`config.mk`:
```
export PLATFORM = sky130hd
export DESIGN_NAME = dmem_axil_master
export DESIGN_NICKNAME = d
export VERILOG_FILES = /design/src/rtl/dmem_axil_master_pkg.sv /design/src/rtl/dmem_axil_master.sv
export SDC_FILE = /design/constraint.sdc
export NUM_CORES = 1
export LEC_CHECK = 0
export CORE_MARGIN = 4
export CORE_UTILIZATION = 41
export DETAILED_ROUTE_END_ITERATION = 10
export GPL_ROUTABILITY_DRIVEN = 0
export PLACE_DENSITY = 0.87
export SLEW_MARGIN = 15
export SYNTH_ARGS = -nofsm -noshare
export SYNTH_HDL_FRONTEND = slang
export SYNTH_SLANG_ARGS = --single-unit
```
`constraint.sdc`:
```
create_clock -name clk -period 3.1 [get_ports clk]
set_input_delay 0.62 -clock clk [delete_from_list [all_inputs] [get_ports clk]]
set_output_delay 0.62 -clock clk [all_outputs]
set_load 0.01 [all_outputs]
```
`src/rtl/dmem_axil_master_pkg.sv`:
```
`default_nettype none
// ============================================================================
//  Module      : dmem_axil_master_pkg
//  Description : Shared constants for the data-side AXI4-Lite master.
//                Holds the AXI response codes, the controller state
//                encodings and a small response-classification helper.
//  Ports       : none (package)
//  Revision    : 1.0 - initial release
// ============================================================================
package dmem_axil_master_pkg;

  // AXI4-Lite response codes
  localparam logic [1:0] AXI_RESP_OKAY   = 2'b00;
  localparam logic [1:0] AXI_RESP_EXOKAY = 2'b01;
  localparam logic [1:0] AXI_RESP_SLVERR = 2'b10;
  localparam logic [1:0] AXI_RESP_DECERR = 2'b11;

  // Controller state encodings
  localparam int         DMEM_ST_W       = 3;
  localparam logic [2:0] DMEM_ST_IDLE    = 3'd0;
  localparam logic [2:0] DMEM_ST_WR      = 3'd1;
  localparam logic [2:0] DMEM_ST_WR_RESP = 3'd2;
  localparam logic [2:0] DMEM_ST_RD_ADDR = 3'd3;
  localparam logic [2:0] DMEM_ST_RD_DATA = 3'd4;
  localparam logic [2:0] DMEM_ST_DONE    = 3'd5;

  // Anything other than OKAY is reported as an error, EXOKAY included,
  // because AXI4-Lite has no exclusive access.
  function automatic logic resp_is_err(input logic [1:0] resp);
    return (resp != AXI_RESP_OKAY);
  endfunction

endpackage
`default_nettype wire

```
`src/rtl/dmem_axil_master.sv`:
```
`default_nettype none
// ============================================================================
//  Module      : dmem_axil_master
//  Description : Data-side AXI4-Lite master. Captures one MEM-stage load or
//                store, runs the AXI4-Lite read or write handshakes, returns
//                read data and error status, and holds the pipeline stalled
//                (mem_read_write) for the whole transaction.
//  Ports       :
//    clk, rst_n          - clock, asynchronous active-low reset
//    req_*               - MEM-stage request (valid/write/addr/wdata/wstrb)
//    mem_read_write      - stall request to the hazard unit
//    rsp_done            - one-cycle completion pulse
//    rsp_rdata, rsp_err  - last read data / last response error flag
//    m_aw*, m_w*, m_b*   - AXI4-Lite write channels
//    m_ar*, m_r*         - AXI4-Lite read channels
//  Revision    : 1.0 - initial release
// ============================================================================
module dmem_axil_master
  import dmem_axil_master_pkg::*;
#(
  parameter int ADDR_WIDTH = 32,
  parameter int DATA_WIDTH = 32
) (
  input  logic                    clk,
  input  logic                    rst_n,
  // MEM-stage request
  input  logic                    req_valid,
  input  logic                    req_write,
  input  logic [ADDR_WIDTH-1:0]   req_addr,
  input  logic [DATA_WIDTH-1:0]   req_wdata,
  input  logic [DATA_WIDTH/8-1:0] req_wstrb,
  // Pipeline / response side
  output logic                    mem_read_write,
  output logic                    rsp_done,
  output logic [DATA_WIDTH-1:0]   rsp_rdata,
  output logic                    rsp_err,
  // AXI write address
  output logic [ADDR_WIDTH-1:0]   m_awaddr,
  output logic [2:0]              m_awprot,
  output logic                    m_awvalid,
  input  logic                    m_awready,
  // AXI write data
  output logic [DATA_WIDTH-1:0]   m_wdata,
  output logic [DATA_WIDTH/8-1:0] m_wstrb,
  output logic                    m_wvalid,
  input  logic                    m_wready,
  // AXI write response
  input  logic [1:0]              m_bresp,
  input  logic                    m_bvalid,
  output logic                    m_bready,
  // AXI read address
  output logic [ADDR_WIDTH-1:0]   m_araddr,
  output logic [2:0]              m_arprot,
  output logic                    m_arvalid,
  input  logic                    m_arready,
  // AXI read data
  input  logic [DATA_WIDTH-1:0]   m_rdata,
  input  logic [1:0]              m_rresp,
  input  logic                    m_rvalid,
  output logic                    m_rready
);

  localparam int STRB_WIDTH = DATA_WIDTH / 8;

  logic [DMEM_ST_W-1:0]  state;
  logic [DMEM_ST_W-1:0]  state_next;

  logic [ADDR_WIDTH-1:0] addr_q;
  logic [DATA_WIDTH-1:0] wdata_q;
  logic [STRB_WIDTH-1:0] wstrb_q;
  logic                  aw_done;
  logic                  w_done;

  logic                  accept;
  logic                  aw_hs;
  logic                  w_hs;
  logic                  wr_both_done;

  assign accept       = (state == DMEM_ST_IDLE) && req_valid;
  assign aw_hs        = m_awvalid && m_awready;
  assign w_hs         = m_wvalid && m_wready;
  // AW and W complete independently; a handshake this cycle counts as done.
  assign wr_both_done = (aw_done || aw_hs) && (w_done || w_hs);

  // --------------------------------------------------------------------------
  // State register
  // --------------------------------------------------------------------------
  always_ff @(posedge clk or negedge rst_n) begin
    if (!rst_n) begin
      state <= DMEM_ST_IDLE;
    end else begin
      state <= state_next;
    end
  end

  // --------------------------------------------------------------------------
  // Next-state logic
  // --------------------------------------------------------------------------
  always_comb begin
    state_next = state;
    case (state)
      DMEM_ST_IDLE: begin
        if (req_valid) begin
          state_next = req_write ? DMEM_ST_WR : DMEM_ST_RD_ADDR;
        end
      end
      DMEM_ST_WR: begin
        if (wr_both_done) state_next = DMEM_ST_WR_RESP;
      end
      DMEM_ST_WR_RESP: begin
        if (m_bvalid) state_next = DMEM_ST_DONE;
      end
      DMEM_ST_RD_ADDR: begin
        if (m_arready) state_next = DMEM_ST_RD_DATA;
      end
      DMEM_ST_RD_DATA: begin
        if (m_rvalid) state_next = DMEM_ST_DONE;
      end
      // DONE never looks at req_valid, so the same instruction is not reissued.
      DMEM_ST_DONE: state_next = DMEM_ST_IDLE;
      default:      state_next = DMEM_ST_IDLE;
    endcase
  end

  // --------------------------------------------------------------------------
  // Output decode: valids/readies come only from registered state and flags,
  // so there is no combinational ready-to-valid path.
  // --------------------------------------------------------------------------
  always_comb begin
    m_awvalid = 1'b0;
    m_wvalid  = 1'b0;
    m_bready  = 1'b0;
    m_arvalid = 1'b0;
    m_rready  = 1'b0;
    rsp_done  = 1'b0;
    case (state)
      DMEM_ST_WR: begin
        m_awvalid = !aw_done;
        m_wvalid  = !w_done;
      end
      DMEM_ST_WR_RESP: m_bready  = 1'b1;
      DMEM_ST_RD_ADDR: m_arvalid = 1'b1;
      DMEM_ST_RD_DATA: m_rready  = 1'b1;
      DMEM_ST_DONE:    rsp_done  = 1'b1;
      default: ;
    endcase
  end

  // Stall covers the request cycle and every bus-active state, and is forced
  // low while reset is asserted so the pipeline is released immediately.
  assign mem_read_write = rst_n &&
                          (accept ||
                           (state == DMEM_ST_WR)      ||
                           (state == DMEM_ST_WR_RESP) ||
                           (state == DMEM_ST_RD_ADDR) ||
                           (state == DMEM_ST_RD_DATA));

  assign m_awaddr = addr_q;
  assign m_araddr = addr_q;
  assign m_wdata  = wdata_q;
  assign m_wstrb  = wstrb_q;
  assign m_awprot = 3'b000;
  assign m_arprot = 3'b000;

  // --------------------------------------------------------------------------
  // Request capture, write-channel done flags and response registers
  // --------------------------------------------------------------------------
  always_ff @(posedge clk or negedge rst_n) begin
    if (!rst_n) begin
      addr_q    <= '0;
      wdata_q   <= '0;
      wstrb_q   <= '0;
      aw_done   <= 1'b0;
      w_done    <= 1'b0;
      rsp_rdata <= '0;
      rsp_err   <= 1'b0;
    end else begin
      if (accept) begin
        addr_q  <= req_addr;
        wdata_q <= req_wdata;
        wstrb_q <= req_wstrb;
        aw_done <= 1'b0;
        w_done  <= 1'b0;
      end else if (state == DMEM_ST_WR) begin
        if (aw_hs) aw_done <= 1'b1;
        if (w_hs)  w_done  <= 1'b1;
      end

      if ((state == DMEM_ST_WR_RESP) && m_bvalid) begin
        rsp_err <= resp_is_err(m_bresp);
      end

      if ((state == DMEM_ST_RD_DATA) && m_rvalid) begin
        rsp_rdata <= m_rdata;
        rsp_err   <= resp_is_err(m_rresp);
      end
    end
  end

endmodule
`default_nettype wire

```
==> run notes, run 1 <==
The implementation run finished. Area overhead of the layout relative to synthesis landed at 58.13%. The die covers 12520 um2. The global route stage reports its total congestion overflow as 0.

The analysis reports a worst IR drop on VDD of slightly below 0.5 mV. Met2 global-route usage landed at 0.3385. The switching component of the power was reported as between 2 and 2.5 mW. Per the layout report, the design carries 2 non-clock inverters.

The group that draws the most power in this run is combinational cells. In the Yosys stats the netlist draws on 31 distinct library cells. Per the final report, max-transition violations number 0. Detailed-route wire length per cell landed at ~18 um. TritonCTS built the clock tree. Worst max-slew margin expressed relative to the limit landed at 0.4641. Average cell area after synthesis landed at 14.80 um2. In this run, power in flip-flops and latches comes to 2.55 mW.

Per the timing report, the most critical flop-to-flop path originates at state[0]. Instance count of the mapped netlist landed at 299. Effective utilization at floorplan landed at 0.4249.

Number of cell rows landed at 37. Setup repair after global routing left no endpoint under its margin. Per the Yosys statistics, synthesis produced 299 cells.

The first routing iteration left 72 violations. Per the synthesis report, the dominant area consumer among library cells is sky130_fd_sc_hd__dfrtp_1. Clock insertion delay at the later pin of the skew report landed at roughly 360 ps.

On met3, the global router reports a usage of 0.08967. Hold buffer count at cts landed at 0. Entering global routing, the biggest net connects 67 pins. Combined flip-flop and latch cell area landed at 2653 um2. The most common cell in the synthesized netlist is sky130_fd_sc_hd__dfrtp_1. Counting along the longest clock path gives a buffer depth of 2. For the final routed database, the setup TNS stands at 0 ps. The first global-routing pass estimated 18550 um of wire. Looking at the area split, the leading class of cells is sequential cells. According to the floorplan report, the placeable core area is around 10000 um2. The floorplan step set the die width to 111.9 um. Per report_power, the Combinational row totals 3.57 mW.

Proportion of final cell area spent on non-clock buffers landed at 0.3665. The layout contains a multi-input combinational cell count of 144. Portion of the layout cell area used by clock cells landed at 0.02718. Number of clock buffers inserted by TritonCTS landed at 9. Registers represent a cell area share of 0.3790. Gates resized during post-CTS repair numbered 0. In this run the cell area of the synthesized design comes to 4425 um2. Count of unresolved DRC violations after routing landed at 0. Signal arrival time at the worst endpoint landed at around 2200 ps. Time the final worst path needs with I/O delays and setup landed at 2851 ps. The worst setup path is launched from a flop. Of the cells placed in the final design, the portion with a size suffix greater than 1 is 0.2091. Share of async-settable or async-resettable flops after synthesis landed at 1.000. Max fanout on the critical path was recorded as 13. Via density per instance landed at 4.742. The critical path in this run is classified as reg -> out. The path class of the tightest hold or removal check is in -> async. Sorting the synthesized cells by how often they occur yields sky130_fd_sc_hd__dfrtp_1 (106), sky130_fd_sc_hd__mux2_2 (81), sky130_fd_sc_hd__buf_4 (45).

The routed design has between 10000 and 15000 um of wire. Non-clock buffers in the final layout number ~260. Placement-stage cell area landed at 6808 um2. From bottom edge to top edge, the die measures about 110 um. The final antenna diode tally reported by the flow is 0. Total vias in the final route landed at 3139. The clock tree synthesis step divided the H-tree into 3 levels.

Number of antenna violations at the first check in global routing landed at 0. The leakage component of the power was reported as about 2.9 nW. Portion of total power attributed to combinational logic landed at 0.515. STA classifies the critical path endpoint as an output pin.

Post-synthesis sequential area ratio landed at 0.5994. For this run, the leading register cell type out of synthesis is sky130_fd_sc_hd__dfrtp_1. Post-layout instance area landed at 6998 um2. Flip-flop and latch count after synthesis landed at approximately 110. met2 is the most crowded layer. The count of nets left with antenna violations once routing finished came out at 0. The flow ran to the end, and the final reports show no timing, DRC or antenna violations. For this run, the slowest stage of the critical path takes roughly 650 ps.

The net count of the finished layout is 634. The cell sitting at the root of the clock tree is a sky130_fd_sc_hd__clkbuf_8. Post-detailed-placement half-perimeter wirelength landed at 9436 um. The pre-antenna-repair detailed-routing pass consisted of 4 iterations. Final standard cell count with taps included and fillers excluded landed at 662. For the worst setup path, the data required time is 2480 ps.

Power share of the clock group landed at 0.117. For the pin with the worst max-slew slack, the measured transition is 803.8 ps. Fill cell total of the finished layout landed at about 770. Of the post-synthesis cell area, the dominant cell type holds 0.5994.

Leaving out fill and tap cells, the most frequent cell in the layout is sky130_fd_sc_hd__clkdlybuf4s50_1. After layout, the worst setup slack is 248.6 ps. Power drawn by the clock network landed at 0.809 mW. Area of the multi-input gates landed at 1413 um2. The number of maximum-capacitance violations recorded for the run is 0. Multi-input logic gates represent a cell area share of 0.2019. By area the synthesized netlist is led by sky130_fd_sc_hd__dfrtp_1 (60%), sky130_fd_sc_hd__mux2_2 (21%), sky130_fd_sc_hd__buf_4 (7.6%), sky130_fd_sc_hd__mux2_1 (5.1%), sky130_fd_sc_hd__nor2_1 (0.76%). Yosys printed 0 warnings. The worst-case reg-to-reg setup slack stands at 1200 ps. Clock tree buffer count of the final layout landed at 12.

Number of clock sinks landed at 106. Share of the clock period used by the worst path after layout landed at 0.9198. On the critical path, the stage with the largest delay is an instance of sky130_fd_sc_hd__dfrtp_1.

Total count of hold-check failures in the final report landed at 0. In this run the critical register-to-register path is captured at m_araddr[0]. met1 track demand over resource after global routing is 0.1945. I/O pin count landed at roughly 260. Per the timing report, the achievable frequency comes out to 0.3507 GHz. The tool warning count for the run is 26.

Yosys mapped a number of flops with a built-in enable equal to 0. On the final layout, the worst clock skew is 7.825 ps. During placement, the flow inserted port buffers numbering about 250.

Setup slack on the worst path after placement came out at 323.5 ps. The via count of the first global-routing pass was roughly 3400. Including well taps, the total number of placed cells is around 650. Counting cells, the worst reg-to-reg path comes to 3. For this run, the total global-route usage over all layers was measured as 0.1898. The number of setup buffers added after CTS is 0. The flow inserted between 100 and 150 tap cells. Yosys synthesis chip area landed at between 4000 and 5000 um2. Clock-pin slew on the worst setup and hold paths landed at 100 ps. The last timing report of the flow puts the setup violation total at 0.

Number of sequential storage elements landed at 106. Walking the worst path, the cells encountered are inv_1, or3_1, nor2_1, clkdlybuf4s50_1. The report lists the power per cell area as 990.6 nW/um2.
==> run 1: metal layers <==
metal,share of wire,wire (um),vias up
met5,0,0,-
met4,0.015,181,0
met3,0.12,1375,13
met2,0.52,6187,159
met1,0.35,4168,1532
li1,-,-,1435
==> run 1: per-stage QoR <==
step / utilization / total power [mW] / hold WS, ps
6_report: 0.6718 / 6.932 / 327.5
5_1_grt: 0.6718 / 7.350 / 350.9
4_1_cts: 0.6718 / 7.037 / 332.5
3_5_place_dp: 0.6536 / 6.217 / 494.8
3_3_place_gp: 0.6536 / 6.074 / 488.9
2_1_floorplan: - / 4.223 / 324.4
==> run 1: worst max path at each step <==
stage	startpoint	endpoint	slack (ps)	cells after the start
floorplan	state[0]	mem_read_write	1190	3
global placement	req_valid	mem_read_write	340	4
detailed placement	req_valid	mem_read_write	320	4
CTS	state[0]	m_awvalid	230	4
global route	state[0]	m_awvalid	80	4
finish	state[0]	m_awvalid	250	4
==> run 1: sequential cells by signal, summed over array words and instances (netlist names) <==
| name | flops |
|---|---|
| aw_done | 1 |
| m_araddr | 32 |
| m_wdata | 32 |
| m_wstrb | 4 |
| rsp_err | 1 |
| rsp_rdata | 32 |
| state | 3 |
| w_done | 1 |
==> run 1: worst max-delay path, delay by kind of cell (launching register included) <==
family / cells / cell delay [ps]
buffers and inverters: 2 / 710
flip-flops: 1 / 650
AND/OR/NAND/NOR: 2 / 510
==> run 1: kinds of logic after synthesis <==
group                  Yosys count  synth area share
flip-flops                     106            0.5994
other                            1         0.0008474
AND/OR/NAND/NOR                 23           0.03421
AND-OR/OR-AND                   12           0.01838
multiplexers                   103            0.2615
buffers and inverters           54           0.08567
Run 1, port wiring:
Scale: 2 px per um.
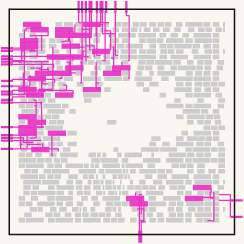
| port | colour | bits | direction | end cells | buffers | wire |
|---|---|---|---|---|---|---|
| m_wdata | magenta | 32 | output | 32 | 32 | 1090 um |

Run 1, wiring by layer:
Scale: 2 px per um. Two of the layers only.
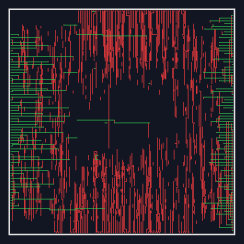
| layer | colour | wire length |
|---|---|---|
| M3 | green | 1380 um |
| M2 | red | 6190 um |

Run 1, I/O pins on the die edge:
Scale: 4 px per um. Pins as bars across the die edge, other pins in grey.
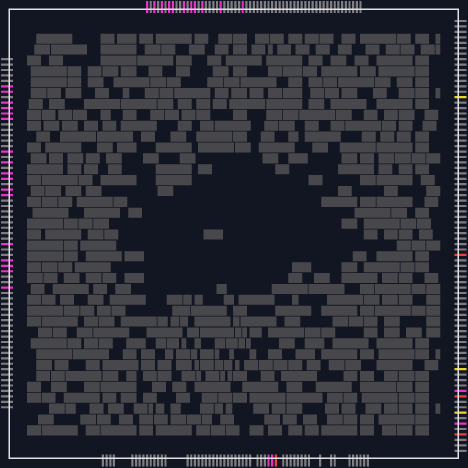
| port | colour | pins | direction | edge |
|---|---|---|---|---|
| m_awprot | yellow | 3 | output | east |
| m_wstrb | red | 4 | output | 3 east, 1 south |
| m_wdata | magenta | 32 | output | 17 west, 11 north, 2 south, 2 east |

Run 1, metal 2:
Scale: 4 px per um.
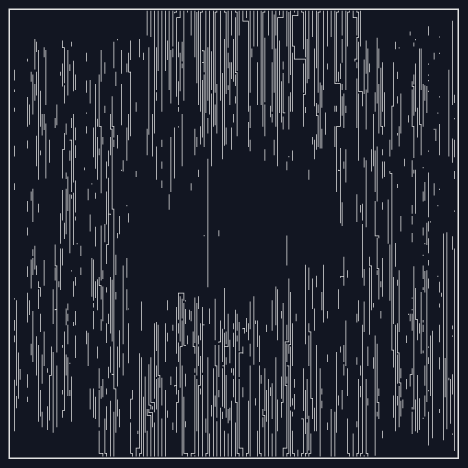
share of all routed wire: 52%
nets with wire on the layer: 597
wire length on this layer: 6190 um
main direction: vertical

==> inputs of run 2 (changes only) <==
--- a/config.mk
+++ b/config.mk
@@ -10,7 +10,8 @@
 export DETAILED_ROUTE_END_ITERATION = 10
 export GPL_ROUTABILITY_DRIVEN = 0
 export PLACE_DENSITY = 0.87
-export SLEW_MARGIN = 15
+export SKIP_CTS_REPAIR_TIMING = 1
+export SLEW_MARGIN = 25
 export SYNTH_ARGS = -nofsm -noshare
 export SYNTH_HDL_FRONTEND = slang
 export SYNTH_SLANG_ARGS = --single-unit
Run 2, wiring by layer:
Scale: 2 px per um. Two of the layers only.
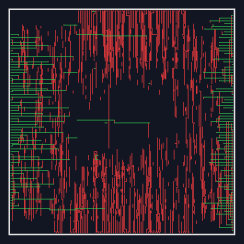
| layer | colour | wire length |
|---|---|---|
| M3 | green | 1380 um |
| M2 | red | 6190 um |

==> run notes, run 2 <==
The implementation run finished. Setup-violating endpoint count in the final report landed at 0. Standard cell core area landed at between 10000 and 15000 um2. Switching power as a share of total power landed at 0.3206. The via count of the first global-routing pass came to 3448.

Per the post-synthesis report, the number of cells in the design is 299. Once layout is done, the placed cells without fillers occupy 6998 um2. Placed instance count landed at roughly 650. The worst setup path is launched from a flop. Post-route period utilization is reported as 0.9198. Derived from the worst setup path, the maximum achievable clock frequency is 0.3507 GHz. The power report attributes to the clock group a share of 0.117.

Detailed-route wire length per cell landed at 18.00 um. The initial utilization of the core area, before any placement, comes to 0.4249. Of the post-synthesis cell area, the dominant cell type holds 0.5994. In this run the power density over the cells is 990.6 nW/um2. Power drawn by the clock network landed at 0.809 mW. The H-tree was split into 3 levels. The wire length recorded after detailed routing is 11910 um. Final worst setup slack landed at about 250 ps. Summed negative setup slack over all endpoints landed at 0 ps.

The average instance in the mapped netlist occupies roughly 15 um2. Setup repair after global routing left no endpoint under its margin. The final hold violation count recorded for this run is 0.

Final standard cell count with taps included and fillers excluded landed at 662. STA classifies the critical path endpoint as an output pin. Ratio of cells with drive above 1 in the final layout landed at 0.2091. At the placement stage, the worst setup path has a slack of 323.5 ps. Per the OpenROAD floorplan log, the height of the die is roughly 110 um. Count of tool warnings landed at 26. Number of violations reported at the end of detailed-routing iteration 0 landed at 72. The setup path with the least slack is of type reg -> out. The total overflow left after global routing is 0.

Fill cell total of the finished layout landed at 767. Area overhead of the layout relative to synthesis landed at 58.13%. The pin closest to its max-slew limit shows a slew of 803.8 ps. Signal arrival time at the worst endpoint landed at 2230 ps. For this run the detailed placement stage logged an HPWL of 9436 um.

Yosys reports that the most numerous cell types are sky130_fd_sc_hd__dfrtp_1 (106), sky130_fd_sc_hd__mux2_2 (81), sky130_fd_sc_hd__buf_4 (45). The library cell used most frequently in the layout, excluding fill and tap cells, is sky130_fd_sc_hd__clkdlybuf4s50_1. Per the detail_route report, DRC violations left total 0. Ranked by total cell area, the synthesized netlist is headed by sky130_fd_sc_hd__dfrtp_1 (60%), sky130_fd_sc_hd__mux2_2 (21%), sky130_fd_sc_hd__buf_4 (7.6%), sky130_fd_sc_hd__mux2_1 (5.1%), sky130_fd_sc_hd__nor2_1 (0.76%). The number of antenna violations at the first check in global routing came to 0. Of all power groups, the one with the highest power is combinational cells.

The synthesized netlist has a Yosys-reported chip area of 4425 um2. After the last flow step, the layout net total stands at 634. Sorting the synthesis cell report by count puts at the top sky130_fd_sc_hd__dfrtp_1.

For the worst-skew pair, the clock arrives at the later sink with an insertion delay of 360 ps. TritonCTS built the clock tree. sky130_fd_sc_hd__dfrtp_1 takes more of the synthesized area than any other cell.

Total track usage landed at 0.1898. Horizontal extent of the die landed at 111.9 um. Overall power consumption after layout is estimated at approximately 6.9 mW. Via density per instance landed at 4.742. Per Yosys stat, the portion of area used by sequential elements is 0.5994.

Number of cell rows landed at 37. Port buffering added 252 buffers. Die footprint landed at 12520 um2.

Flip-flop and latch count after synthesis landed at 106. 259 I/O pins were placed. Post-synthesis instance area landed at between 4000 and 5000 um2. Synthesis instantiated 31 different standard cells from the library. The most critical hold endpoint after final layout shows a slack of about 330 ps.

Placement-stage cell area landed at 6808 um2. Clock-pin slew on the worst setup and hold paths landed at 100 ps. Maximum VDD drop landed at 0.4812 mV. Pin count of the biggest net entering global routing landed at about 67.

Portion of total power attributed to combinational logic landed at 0.515. Number of clock sinks landed at between 100 and 150. Count of instantiated cells in the yosys netlist landed at 299.

Global-route wire length before repair landed at approximately 19000 um. Power of the sequential group landed at 2.55 mW. Peak fanout along the critical path landed at 13. The critical path endpoint has a required time of 2480 ps. Counting flops with an async set or reset pin after synthesis yields a share of 1.000. First-pass iteration count of the detailed router landed at 4. Worst clock skew landed at about 8 ps.

The flow ran to the end, and the final reports show no timing, DRC or antenna violations. Post-synth tally of flip-flops with integrated enable landed at 0. Power of the combinational group landed at ~3.6 mW. Number of antenna cells inserted landed at 0.

Warning count from the yosys run landed at 0. For this design the total switching power over the nets is about 2.2 mW. Checking hold timing, the worst path is listed with class in -> async.
Run 2, I/O pins on the die edge:
Scale: 4 px per um. Pins as bars across the die edge, other pins in grey.
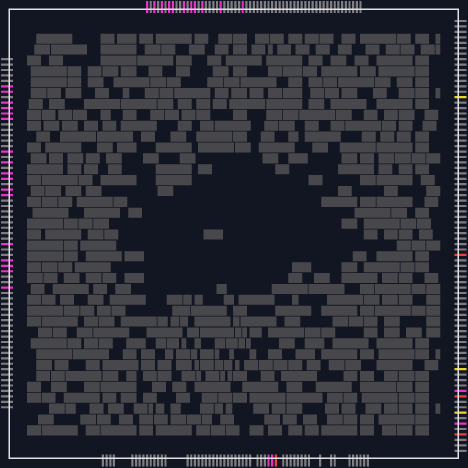
| port | colour | pins | direction | edge |
|---|---|---|---|---|
| m_awprot | yellow | 3 | output | east |
| m_wdata | magenta | 32 | output | 17 west, 11 north, 2 south, 2 east |
| m_wstrb | red | 4 | output | 3 east, 1 south |
all pins by edge: 80 east, 65 west, 59 north, 55 south

[run 2: cell counts after synthesis]
No cell type changed its count.
[run 2: layer usage]
metal | vias to the layer above | track usage | routed length (um)
li1 | 1435 | - | -
met1 | 1532 | 0.1945 | 4168
met2 | 159 | 0.3385 | 6187
met3 | 13 | 0.08967 | 1375
met4 | 0 | 0.06569 | 181
met5 | - | 0 | 0
[run 2: final timing paths]
| check | end | slack [ps] | from | cells past startpoint |
|---|---|---|---|---|
| hold / removal | rsp_rdata[4] | 330 | rst_n | 2 |
| setup / recovery | m_awvalid | 250 | state[0] | 4 |
| max in group asynchronous | m_wstrb[2] | 1560 | rst_n | 3 |
| hold reg to reg | rsp_rdata[13] | 510 | rsp_rdata[13] | 1 |
| min in group clk | rsp_rdata[13] | 510 | rsp_rdata[13] | 1 |
| setup reg to reg | m_araddr[0] | 1200 | state[0] | 3 |
[run 2: logic make-up after synthesis]
kind of cell / share of synthesized area
muxes: 0.2615
other: 0.0008474
and+or+nand+nor: 0.03421
DFF: 0.5994
AOI/OAI and AO/OA: 0.01838
buffers and inverters: 0.08567
[run 2: worst max-delay path, stage by stage (launching register included)]
cell	delay, ps
sky130_fd_sc_hd__dfrtp_1	650
sky130_fd_sc_hd__inv_1	160
sky130_fd_sc_hd__or3_1	410
sky130_fd_sc_hd__nor2_1	100
sky130_fd_sc_hd__clkdlybuf4s50_1	550
[run 2: cell type report]
class / instances / area [um2] / area share
clock buffers: 12 / 165.2 / 0.02360
clock inverters: 4 / 25.02 / 0.003576
inverters: 2 / 7.507 / 0.001073
multi-input cells: 144 / 1413 / 0.2019
flip-flops and latches: 106 / 2653 / 0.3790
well taps: 136 / 170.2 / 0.02432
repair buffers: 258 / 2565 / 0.3665
Power and IR drop assume default switching activity.
